**Run 1: wiring by layer**

Only two layers are drawn.
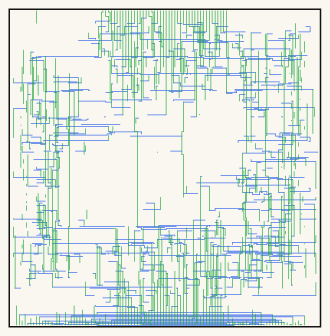
**Run 1: sequential cells colored by netlist name**

Bar = 20 um. Other sequential cells in the stronger gray, the rest of the logic in the fainter gray.
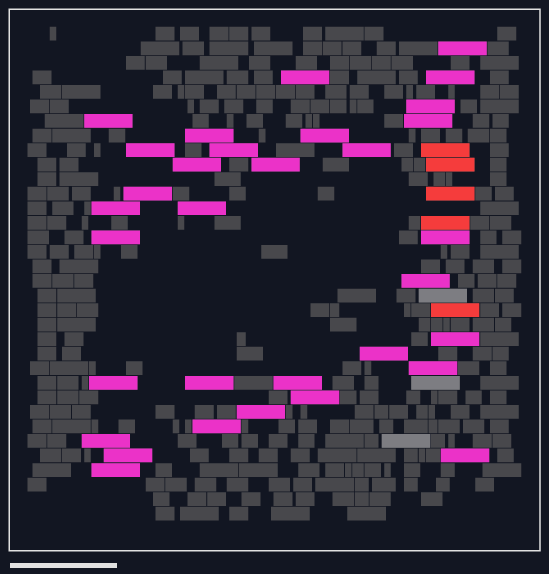
**Run 1: clock wiring as the flow saved it**

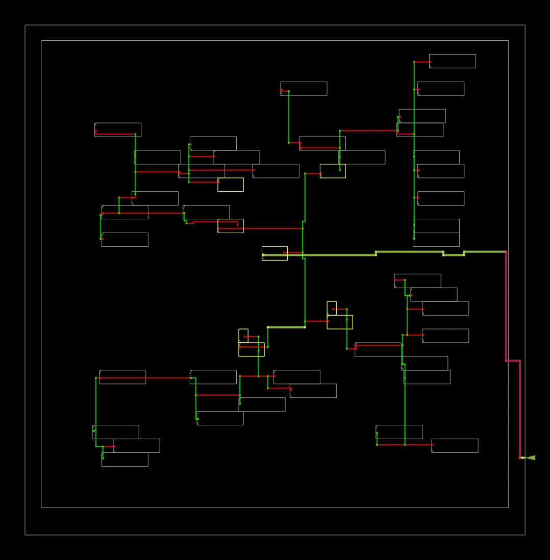
**Run 1: layout detail**

Region (5, 56) to (45, 96) um. Cells in gray, sequential cells in the stronger gray; small squares are vias.
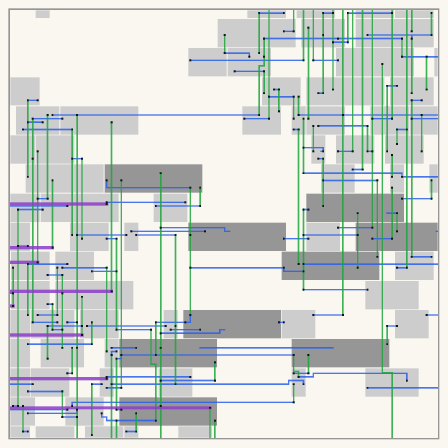
--- src/rtl/mem_wb_stage.sv ---
// MEM stage with data-memory req/ack handshake and MEM/WB pipeline register.
// Optional access timeout compiled in with MEM_WB_TIMEOUT_EN.
module mem_wb_stage #(
  parameter int TIMEOUT = 16
) (
  input  logic        clk,
  input  logic        rst,
  input  logic        RegWriteM,
  input  logic        MemtoRegM,
  input  logic        MemWriteM,
  input  logic        MEM_Link,
  input  logic [4:0]  WriteRegM,
  input  logic [31:0] MEM_ALUOut,
  input  logic [31:0] MEM_WriteData,
  input  logic [31:0] MEM_PCPlus4,
  output logic        dmem_req,
  output logic        dmem_we,
  output logic [31:0] dmem_addr,
  output logic [31:0] dmem_wdata,
  input  logic [31:0] dmem_rdata,
  input  logic        dmem_ack,
  output logic        StallM,
  input  logic        err_clr,
  output logic        RegWriteW,
  output logic [4:0]  WriteRegW,
  output logic [31:0] WB_Result,
  output logic        err_misalign,
  output logic        err_timeout
);

  if (TIMEOUT < 2 || TIMEOUT > 256) begin : g_bad_timeout
    $error("mem_wb_stage: TIMEOUT must be in 2..256");
  end

  typedef enum logic {S_IDLE, S_WAIT} state_t;

  state_t      state_q, state_d;
  logic        access, misaligned;
  logic        req, stall, bubble, mis_set, to_set, timeout_hit;
  logic [31:0] result;

  assign access     = MemtoRegM | MemWriteM;
  assign misaligned = access & (MEM_ALUOut[1:0] != 2'b00);
  assign result     = MEM_Link ? MEM_PCPlus4 : (MemtoRegM ? dmem_rdata : MEM_ALUOut);

`ifdef MEM_WB_TIMEOUT_EN
  localparam int CW = $clog2(TIMEOUT);
  localparam logic [CW-1:0] CNT_LAST = CW'(TIMEOUT - 1);
  logic [CW-1:0] cnt_q, cnt_d;

  assign timeout_hit = (cnt_q == CNT_LAST);

  always_comb begin
    cnt_d = cnt_q;
    if (state_q == S_IDLE)
      cnt_d = (state_d == S_WAIT) ? CW'(1) : '0;
    else if (state_d == S_IDLE)
      cnt_d = '0;
    else
      cnt_d = cnt_q + CW'(1);
  end

  always_ff @(posedge clk or posedge rst)
    if (rst) cnt_q <= '0;
    else     cnt_q <= cnt_d;
`else
  assign timeout_hit = 1'b0;
`endif

  always_comb begin
    state_d = state_q;
    req     = 1'b0;
    stall   = 1'b0;
    bubble  = 1'b0;
    mis_set = 1'b0;
    to_set  = 1'b0;
    case (state_q)
      S_IDLE: begin
        if (misaligned) begin
          bubble  = 1'b1;
          mis_set = 1'b1;
        end else if (access) begin
          req = 1'b1;
          if (!dmem_ack) begin
            stall   = 1'b1;
            bubble  = 1'b1;
            state_d = S_WAIT;
          end
        end
      end
      S_WAIT: begin
        // An ack in the final counted cycle still completes the access.
        if (dmem_ack) begin
          req     = 1'b1;
          state_d = S_IDLE;
        end else if (timeout_hit) begin
          bubble  = 1'b1;
          to_set  = 1'b1;
          state_d = S_IDLE;
        end else begin
          req    = 1'b1;
          stall  = 1'b1;
          bubble = 1'b1;
        end
      end
      default: state_d = S_IDLE;
    endcase
  end

  assign dmem_req   = req & ~rst;
  assign StallM     = stall & ~rst;
  assign dmem_we    = dmem_req & MemWriteM;
  assign dmem_addr  = MEM_ALUOut;
  assign dmem_wdata = MEM_WriteData;

  always_ff @(posedge clk or posedge rst) begin
    if (rst) begin
      state_q      <= S_IDLE;
      RegWriteW    <= 1'b0;
      WriteRegW    <= '0;
      WB_Result    <= '0;
      err_misalign <= 1'b0;
    end else begin
      state_q      <= state_d;
      err_misalign <= mis_set | (err_misalign & ~err_clr);
      if (bubble) begin
        RegWriteW <= 1'b0;
        WriteRegW <= '0;
        WB_Result <= '0;
      end else begin
        RegWriteW <= RegWriteM;
        WriteRegW <= WriteRegM;
        WB_Result <= result;
      end
    end
  end

`ifdef MEM_WB_TIMEOUT_EN
  always_ff @(posedge clk or posedge rst)
    if (rst) err_timeout <= 1'b0;
    else     err_timeout <= to_set | (err_timeout & ~err_clr);
`else
  assign err_timeout = 1'b0;
`endif

endmodule

--- config.mk ---
export PLATFORM = sky130hd
export DESIGN_NAME = mem_wb_stage
export DESIGN_NICKNAME = d
export VERILOG_FILES = /design/src/rtl/mem_wb_stage.sv
export SDC_FILE = /design/constraint.sdc
export NUM_CORES = 1
export LEC_CHECK = 0
export CORE_AREA = 3 3 96 98
export DETAILED_ROUTE_END_ITERATION = 10
export DIE_AREA = 0 0 99 101
export HOLD_SLACK_MARGIN = 0.15
export PLACE_DENSITY = 0.8
export REMOVE_ABC_BUFFERS = 1
export SETUP_SLACK_MARGIN = 0.5
export SYNTH_ARGS = -nofsm -noshare
export SYNTH_HDL_FRONTEND = slang
export SYNTH_SLANG_ARGS = --single-unit
--- constraint.sdc ---
create_clock -name clk -period 2.15 [get_ports clk]
set_input_delay 0.43 -clock clk [delete_from_list [all_inputs] [get_ports clk]]
set_output_delay 0.43 -clock clk [all_outputs]
set_load 0.05 [all_outputs]
==> results.py, run 1 <==
# Generated from Yosys and OpenROAD reports
metrics = {
    "outcome": {
        "status": "finished, final reports clean",
    },
    "worst_setup_path": {
        "r2r_start": "state_q$_DFF_PP0_",
        "path_class": "input port to output pin",
        "crit_fanout": 4,
        "worstPathCellList": "buf_6 -> o31a_1 -> nor3b_2 -> buf_4 -> buf_12",
        "cpPeakStageDelay_ps": 340,
        "critPathSlowestCell": "o31a_1",
        "cp-start-kind": "input port",
        "r2r_slack_ps": 950,
        "crit_required_ps": 1720,
        "reg2regPathDepth": 4,
        "critPathArrivalTime_ps": 1330,
        "startpoint": "MEM_ALUOut[0]",
    },
    "global_route": {
        "grt_pass1_vias": 2165,
        "grt_util_met2_pct": 24.7,
        "antenna_found_initial": 1,
        "top_usage_layer": "met2",
        "globalRouteMet1Util_pct": 18.8,
        "use_met3_pct": 10.6,
        "gr-usage-all-layers_pct": 16.3,
        "grt_pass1_wl_mm": 12.2,
        "grt_start_max_net_pins": 33,
    },
    "final_timing": {
        "grt_setup_unrepaired": "true",
        "fin_hold_ws_ps": 354,
        "post-route-period-util_pct": 81.7,
        "skew_ps": 5.06,
        "hold_viol": 0,
        "min_period_ps": 1760,
        "fmax_ghz": 0.569,
        "worst_slack_ps": 394,
        "max_slew_margin_pct": 64.9,
        "setup_violations": 0,
    },
    "finish": {
        "logic_area_um2": 921,
        "final_nets": 499,
        "antenna_cells": 0,
        "fillers": 787,
        "regArea_um2": 1000,
        "largest_reg_flops": 32,
        "num-nonclk-inverters": 3,
        "drive_gt1_share_pct": 28.1,
        "final_cell_mix": "clkdlybuf4s50_1, dfrtp_1, dlygate4sd2_1",
        "n_clock_buffer": 6,
        "final_area_um2": 4420,
        "num-nonclk-buffers": 196,
        "fin_util_pct": 51.7,
    },
    "synthesis": {
        "area_leaders": "dfrtp_1, buf_4, mux2_2",
        "mux_share_pct": 26.9,
        "synthFlopType": "dfrtp_1",
        "edf_count": 0,
        "synth-adder-area-share_pct": 0,
        "top_cells_by_count": "buf_4, dfrtp_1, nor2_1",
        "synth.logic.top_family": "multiplexers",
        "top_cell_area_share_pct": 39.6,
        "yosysTopAreaCell": "dfrtp_1",
        "synth.most_common_cell": "buf_4",
        "xor_area_share_pct": 0,
        "yosys_cells": 232,
        "syn_area_per_cell_um2": 10.9,
        "yosys.area_share.simple_pct": 7.48,
    },
    "drt": {
        "top_layer": "met5",
        "vias_per_cell": 4.43,
        "dr_wl_met2_mm": 3.92,
        "met1Wirelength_mm": 3.07,
    },
    "placed_design": {
        "dp_slack_ps": -88.2,
        "dp_hpwl_mm": 7.11,
        "numPortBuffers": 182,
        "placed_area_um2": 4330,
    },
    "flow_run": {
        "openroad.warnings": 27,
    },
    "clock_network": {
        "cts_buffer_depth": 2,
        "clk_latency_ps": 280,
        "cts_setup_buffers": 1,
        "clkTransAtPathRegs_ps": 80,
    },
    "worst_hold_path": {
        "min_path_type": "input port to asynchronous set/reset pin",
    },
    "pwr": {
        "power_leader": "combinational cells",
        "ir_drop_mv": 0.200,
        "power.internal_uw": 1540,
        "powerClk_uw": 504,
        "switching_share_pct": 34.7,
    },
    "floorplanning": {
        "io_pins": 248,
        "n_tap_cell": 108,
    },
}
-- 'wiring by layer' (at the start) --
| color | layer | wire length |
|---|---|---|
| green | M2 | 3920 um |
| blue | M1 | 3070 um |

-- 'sequential cells colored by netlist name' (at the start) --
| color | signal | sequential cells |
|---|---|---|
| red | WriteRegW | 5 |
| magenta | WB_Result | 32 |

-- 'clock wiring as the flow saved it' (at the start) --
CTS buffer count: 5
number of flip-flops and latches: 40
CTS Sinks: 40

-- 'layout detail' (at the start) --
| color | layer |
|---|---|
| purple | M3 |
| blue | M1 |
| green | M2 |
netlist names of flops here include: WB_Result (9)
cells with their middle in the window: 64
most frequent: clkdlybuf4s50_1 (17), dfrtp_1 (9)
sequential cells in the window: 9

==> run 1 -> run 2 <==
--- a/config.mk
+++ b/config.mk
@@ -5,11 +5,11 @@
 export SDC_FILE = /design/constraint.sdc
 export NUM_CORES = 1
 export LEC_CHECK = 0
-export CORE_AREA = 3 3 96 98
+export CORE_MARGIN = 3
+export CORE_UTILIZATION = 27
 export DETAILED_ROUTE_END_ITERATION = 10
-export DIE_AREA = 0 0 99 101
 export HOLD_SLACK_MARGIN = 0.15
-export PLACE_DENSITY = 0.8
+export PLACE_DENSITY = 0.77
 export REMOVE_ABC_BUFFERS = 1
 export SETUP_SLACK_MARGIN = 0.5
 export SYNTH_ARGS = -nofsm -noshare
==> constraint.sdc (replaced) <==
create_clock -name clk -period 1.5 [get_ports clk]
set_input_delay 0.3 -clock clk [delete_from_list [all_inputs] [get_ports clk]]
set_output_delay 0.3 -clock clk [all_outputs]
set_load 0.05 [all_outputs]
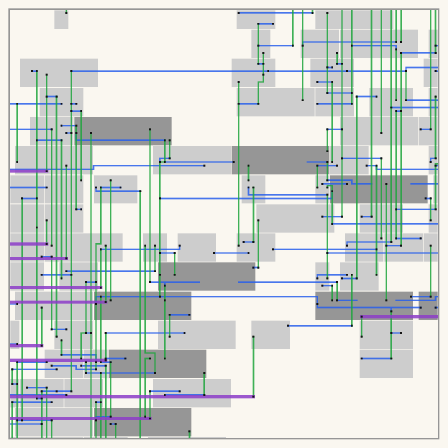
**Above:** run 2 (layout detail).
Region (6, 57) to (46, 97) um. Cells in gray, sequential cells in the stronger gray; small squares are vias.
| color | layer |
|---|---|
| purple | M3 |
| green | M2 |
| blue | M1 |
netlist names of flops here include: WB_Result (8)
sequential cells in the window: 8
most frequent: buf_12 (13), clkdlybuf4s50_1 (11), dfrtp_1 (8)
cells with their middle in the window: 58

==> results.py, run 2 <==
# Generated from Yosys and OpenROAD reports
metrics = {
    "outcome": {
        "status": "complete, but fails checks",
        "violations": "negative setup slack",
    },
    "pwr": {
        "powerClk_uw": 779,
        "power_leader": "combinational cells",
        "power.internal_uw": 2550,
        "ir_drop_mv": 0.354,
        "finalPower_uw": 3860,
        "p_seq_uw": 1230,
        "p_sw_uw": 1310,
        "comb-power_uw": 1840,
        "pwr-share-seq_pct": 32.0,
        "switching_share_pct": 33.9,
    },
    "final_timing": {
        "setup_violations": 3,
        "fin_hold_ws_ps": 408,
        "fin_setup_tns_ps": -190,
        "fmax_ghz": 0.629,
        "worst_slack_ps": -90.1,
        "post-route-period-util_pct": 106,
        "skew_ps": 6.83,
        "grt_setup_unrepaired": "true",
        "min_period_ps": 1590,
        "hold_viol": 0,
    },
    "synthesis": {
        "yosysWarningCount": 0,
        "top_cell_area_share_pct": 39.6,
        "syn_inst": 232,
        "yosysTopAreaCell": "dfrtp_1",
        "yosys_cells": 232,
        "synth.logic.top_family": "multiplexers",
        "mux_share_pct": 26.9,
        "top_cells_by_count": "buf_4, dfrtp_1, nor2_1",
        "edf_count": 0,
        "yosys.area_share.simple_pct": 7.48,
        "xor_area_share_pct": 0,
        "syn_area_per_cell_um2": 10.9,
        "area_leaders": "dfrtp_1, buf_4, mux2_2",
        "synth-adder-area-share_pct": 0,
        "synth.most_common_cell": "buf_4",
        "synthFlopType": "dfrtp_1",
        "postSynthSeqShare_pct": 39.6,
    },
    "finish": {
        "fin_util_pct": 56.5,
        "flops": 40,
        "comb_area_share_pct": 20.2,
        "drive_gt1_share_pct": 51.4,
        "final-nonclk-buf-share_pct": 55.1,
        "antenna_cells": 0,
        "clock_area_share_pct": 1.92,
        "comb.multi_input.count": 112,
        "num-nonclk-inverters": 3,
        "logic_area_um2": 1010,
        "largest_reg_flops": 32,
        "regArea_um2": 1000,
        "final_cell_mix": "buf_12, clkdlybuf4s50_1, dfrtp_1",
        "final_nets": 509,
        "final_common_cell": "buf_12",
        "num-nonclk-buffers": 206,
        "final_area_um2": 5030,
        "n_clock_buffer": 7,
        "fillers": 753,
    },
    "global_route": {
        "grt_pass1_wl_mm": 13.1,
        "grt_pass1_vias": 2308,
        "gr-total-overflow": 0,
        "globalRouteMet1Util_pct": 19.2,
        "use_met3_pct": 10.6,
        "top_usage_layer": "met2",
        "antenna_found_initial": 0,
        "grt_start_max_net_pins": 41,
        "grt_util_met2_pct": 26.9,
        "gr-usage-all-layers_pct": 16.9,
    },
    "worst_setup_path": {
        "path_class": "register to output pin",
        "cpPeakStageDelay_ps": 390,
        "r2r_start": "state_q$_DFF_PP0_",
        "startpoint": "state_q$_DFF_PP0_",
        "critPathSlowestCell": "dfrtp_1",
        "worstPathCellList": "inv_2 -> o31a_1 -> nor3b_2 -> buf_4 -> buf_12",
        "critPathArrivalTime_ps": 1290,
        "critical_path.endpoint": "dmem_we",
        "crit_fanout": 4,
        "critPathTopFamily": "flip-flops",
        "cp-start-kind": "register",
        "r2r_slack_ps": 90,
        "crit_required_ps": 1200,
        "reg2regPathDepth": 7,
    },
    "clock_network": {
        "cts_resized": 93,
        "cts_num_sinks": 40,
        "cts_root_buf": "clkbuf_8",
        "cts_buffer_depth": 2,
        "clkTransAtPathRegs_ps": 70,
        "cts_setup_buffers": 4,
        "numCtsBuffers": 5,
        "clk_latency_ps": 290,
    },
    "placed_design": {
        "dp_slack_ps": -457,
        "placed_area_um2": 4730,
        "numPortBuffers": 182,
        "dp_cells": 458,
        "dp_hpwl_mm": 7.46,
    },
    "worst_hold_path": {
        "min_to": "err_misalign$_DFF_PP0_",
        "min_path_type": "input port to register",
        "hold_path_startpoint": "MEM_ALUOut[1]",
    },
    "flow_run": {
        "openroad.warnings": 27,
    },
    "floorplanning": {
        "dieHeight_um": 103,
        "n_tap_cell": 108,
        "io_pins": 248,
        "dieArea_um2": 10600,
    },
    "drt": {
        "top_layer": "met5",
        "drt_first_iter_violations": 28,
        "vias_per_cell": 4.54,
        "dr_wl_met2_mm": 4.45,
        "met1Wirelength_mm": 3.32,
    },
}
==> run 2 -> run 3 <==
--- a/config.mk
+++ b/config.mk
@@ -5,7 +5,6 @@
 export SDC_FILE = /design/constraint.sdc
 export NUM_CORES = 1
 export LEC_CHECK = 0
-export CORE_MARGIN = 3
 export CORE_UTILIZATION = 27
 export DETAILED_ROUTE_END_ITERATION = 10
 export HOLD_SLACK_MARGIN = 0.15
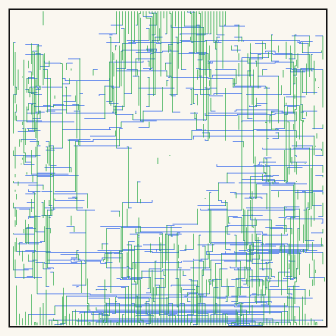
**Above:** run 3 (wiring by layer).
Only two layers are drawn.
| color | layer | wire length |
|---|---|---|
| green | M2 | 4300 um |
| blue | M1 | 3410 um |

==> results.py, run 3 <==
# Generated from Yosys and OpenROAD reports
metrics = {
    "outcome": {
        "status": "complete, but fails checks",
        "violations": "negative setup slack",
    },
    "placed_design": {
        "gp_congestion": 0.700,
        "placed_area_um2": 4740,
        "dp_cells": 459,
        "dp_hpwl_mm": 7.57,
        "dp_slack_ps": -394,
    },
    "finish": {
        "drive_gt1_share_pct": 46.3,
        "num-nonclk-buffers": 206,
        "largest_reg_flops": 32,
        "final-nonclk-buf-share_pct": 56.4,
        "num-nonclk-inverters": 3,
        "flops": 40,
        "comb_area_share_pct": 18.7,
        "final_area_um2": 4960,
        "regArea_um2": 1000,
        "clock_area_share_pct": 1.82,
        "final_cell_mix": "buf_12, clkdlybuf4s50_1, dfrtp_1",
        "fillers": 748,
        "regMostFlops": "WB_Result",
        "final_nets": 509,
        "antenna_cells": 0,
        "comb.multi_input.count": 112,
        "n_clock_buffer": 8,
        "final_common_cell": "buf_12",
    },
    "synthesis": {
        "syn_inst": 232,
        "xor_area_share_pct": 0,
        "area_leaders": "dfrtp_1, buf_4, mux2_2",
        "yosys.area_share.simple_pct": 7.48,
        "synth-adder-area-share_pct": 0,
        "syn_area_per_cell_um2": 10.9,
        "postSynthSeqShare_pct": 39.6,
        "edf_count": 0,
        "yosysWarningCount": 0,
        "synth.most_common_cell": "buf_4",
        "mux_share_pct": 26.9,
        "top_cell_area_share_pct": 39.6,
        "synth.logic.top_family": "multiplexers",
        "yosysTopAreaCell": "dfrtp_1",
        "synthFlopType": "dfrtp_1",
        "top_cells_by_count": "buf_4, dfrtp_1, nor2_1",
    },
    "clock_network": {
        "cts_buffer_depth": 2,
        "cts_num_sinks": 40,
        "clkTransAtPathRegs_ps": 80,
        "numCtsBuffers": 5,
        "cts_resized": 92,
        "cts_setup_buffers": 6,
        "clk_latency_ps": 290,
        "cts_root_buf": "clkbuf_8",
    },
    "pwr": {
        "power.internal_uw": 2510,
        "power_leader": "combinational cells",
        "ir_drop_mv": 0.361,
        "finalPower_uw": 3770,
        "powerClk_uw": 739,
        "p_sw_uw": 1260,
        "power.density_nw_per_um2": 760,
        "pwr-share-seq_pct": 32.8,
        "p_seq_uw": 1240,
        "switching_share_pct": 33.4,
        "comb-power_uw": 1790,
    },
    "floorplanning": {
        "dieArea_um2": 9750,
        "dieHeight_um": 98.7,
        "io_pins": 248,
        "n_tap_cell": 108,
    },
    "worst_setup_path": {
        "critPathTopFamily": "flip-flops",
        "r2r_start": "state_q$_DFF_PP0_",
        "path_class": "register to output pin",
        "crit_fanout": 4,
        "startpoint": "state_q$_DFF_PP0_",
        "critical_path.endpoint": "dmem_we",
        "worstPathCellList": "inv_2 -> o31a_1 -> nor3b_2 -> buf_4 -> buf_12",
        "r2r_slack_ps": 140,
        "reg2regPathDepth": 5,
        "cp-start-kind": "register",
        "critPathSlowestCell": "dfrtp_1",
        "cpPeakStageDelay_ps": 390,
        "crit_required_ps": 1200,
        "critPathArrivalTime_ps": 1300,
    },
    "drt": {
        "drt_first_iter_violations": 23,
        "met1Wirelength_mm": 3.41,
        "vias_per_cell": 4.58,
        "dr_wl_met2_mm": 4.30,
        "top_layer": "met5",
        "met3_wirelength_mm": 1.56,
    },
    "global_route": {
        "gr-usage-all-layers_pct": 19.7,
        "globalRouteMet1Util_pct": 20.5,
        "grt_pass1_wl_mm": 13.9,
        "grt_pass1_vias": 2324,
        "top_usage_layer": "met2",
        "gr-total-overflow": 0,
        "antenna_found_initial": 0,
        "grt_start_max_net_pins": 24,
        "grt_util_met2_pct": 30.4,
        "use_met3_pct": 16.1,
    },
    "worst_hold_path": {
        "min_to": "WB_Result[31]$_DFF_PP0_",
        "hold_path_startpoint": "MEM_ALUOut[31]",
    },
    "final_timing": {
        "skew_ps": 7.23,
        "worst_slack_ps": -98.0,
        "post-route-period-util_pct": 107,
        "hold_viol": 0,
        "fin_setup_tns_ps": -279,
        "setup_violations": 3,
        "grt_setup_unrepaired": "true",
        "min_period_ps": 1600,
        "fin_hold_ws_ps": 440,
        "fmax_ghz": 0.626,
    },
    "flow_run": {
        "openroad.warnings": 27,
    },
}
Power figures rest on the tool's default switching activity, not on a simulated workload.
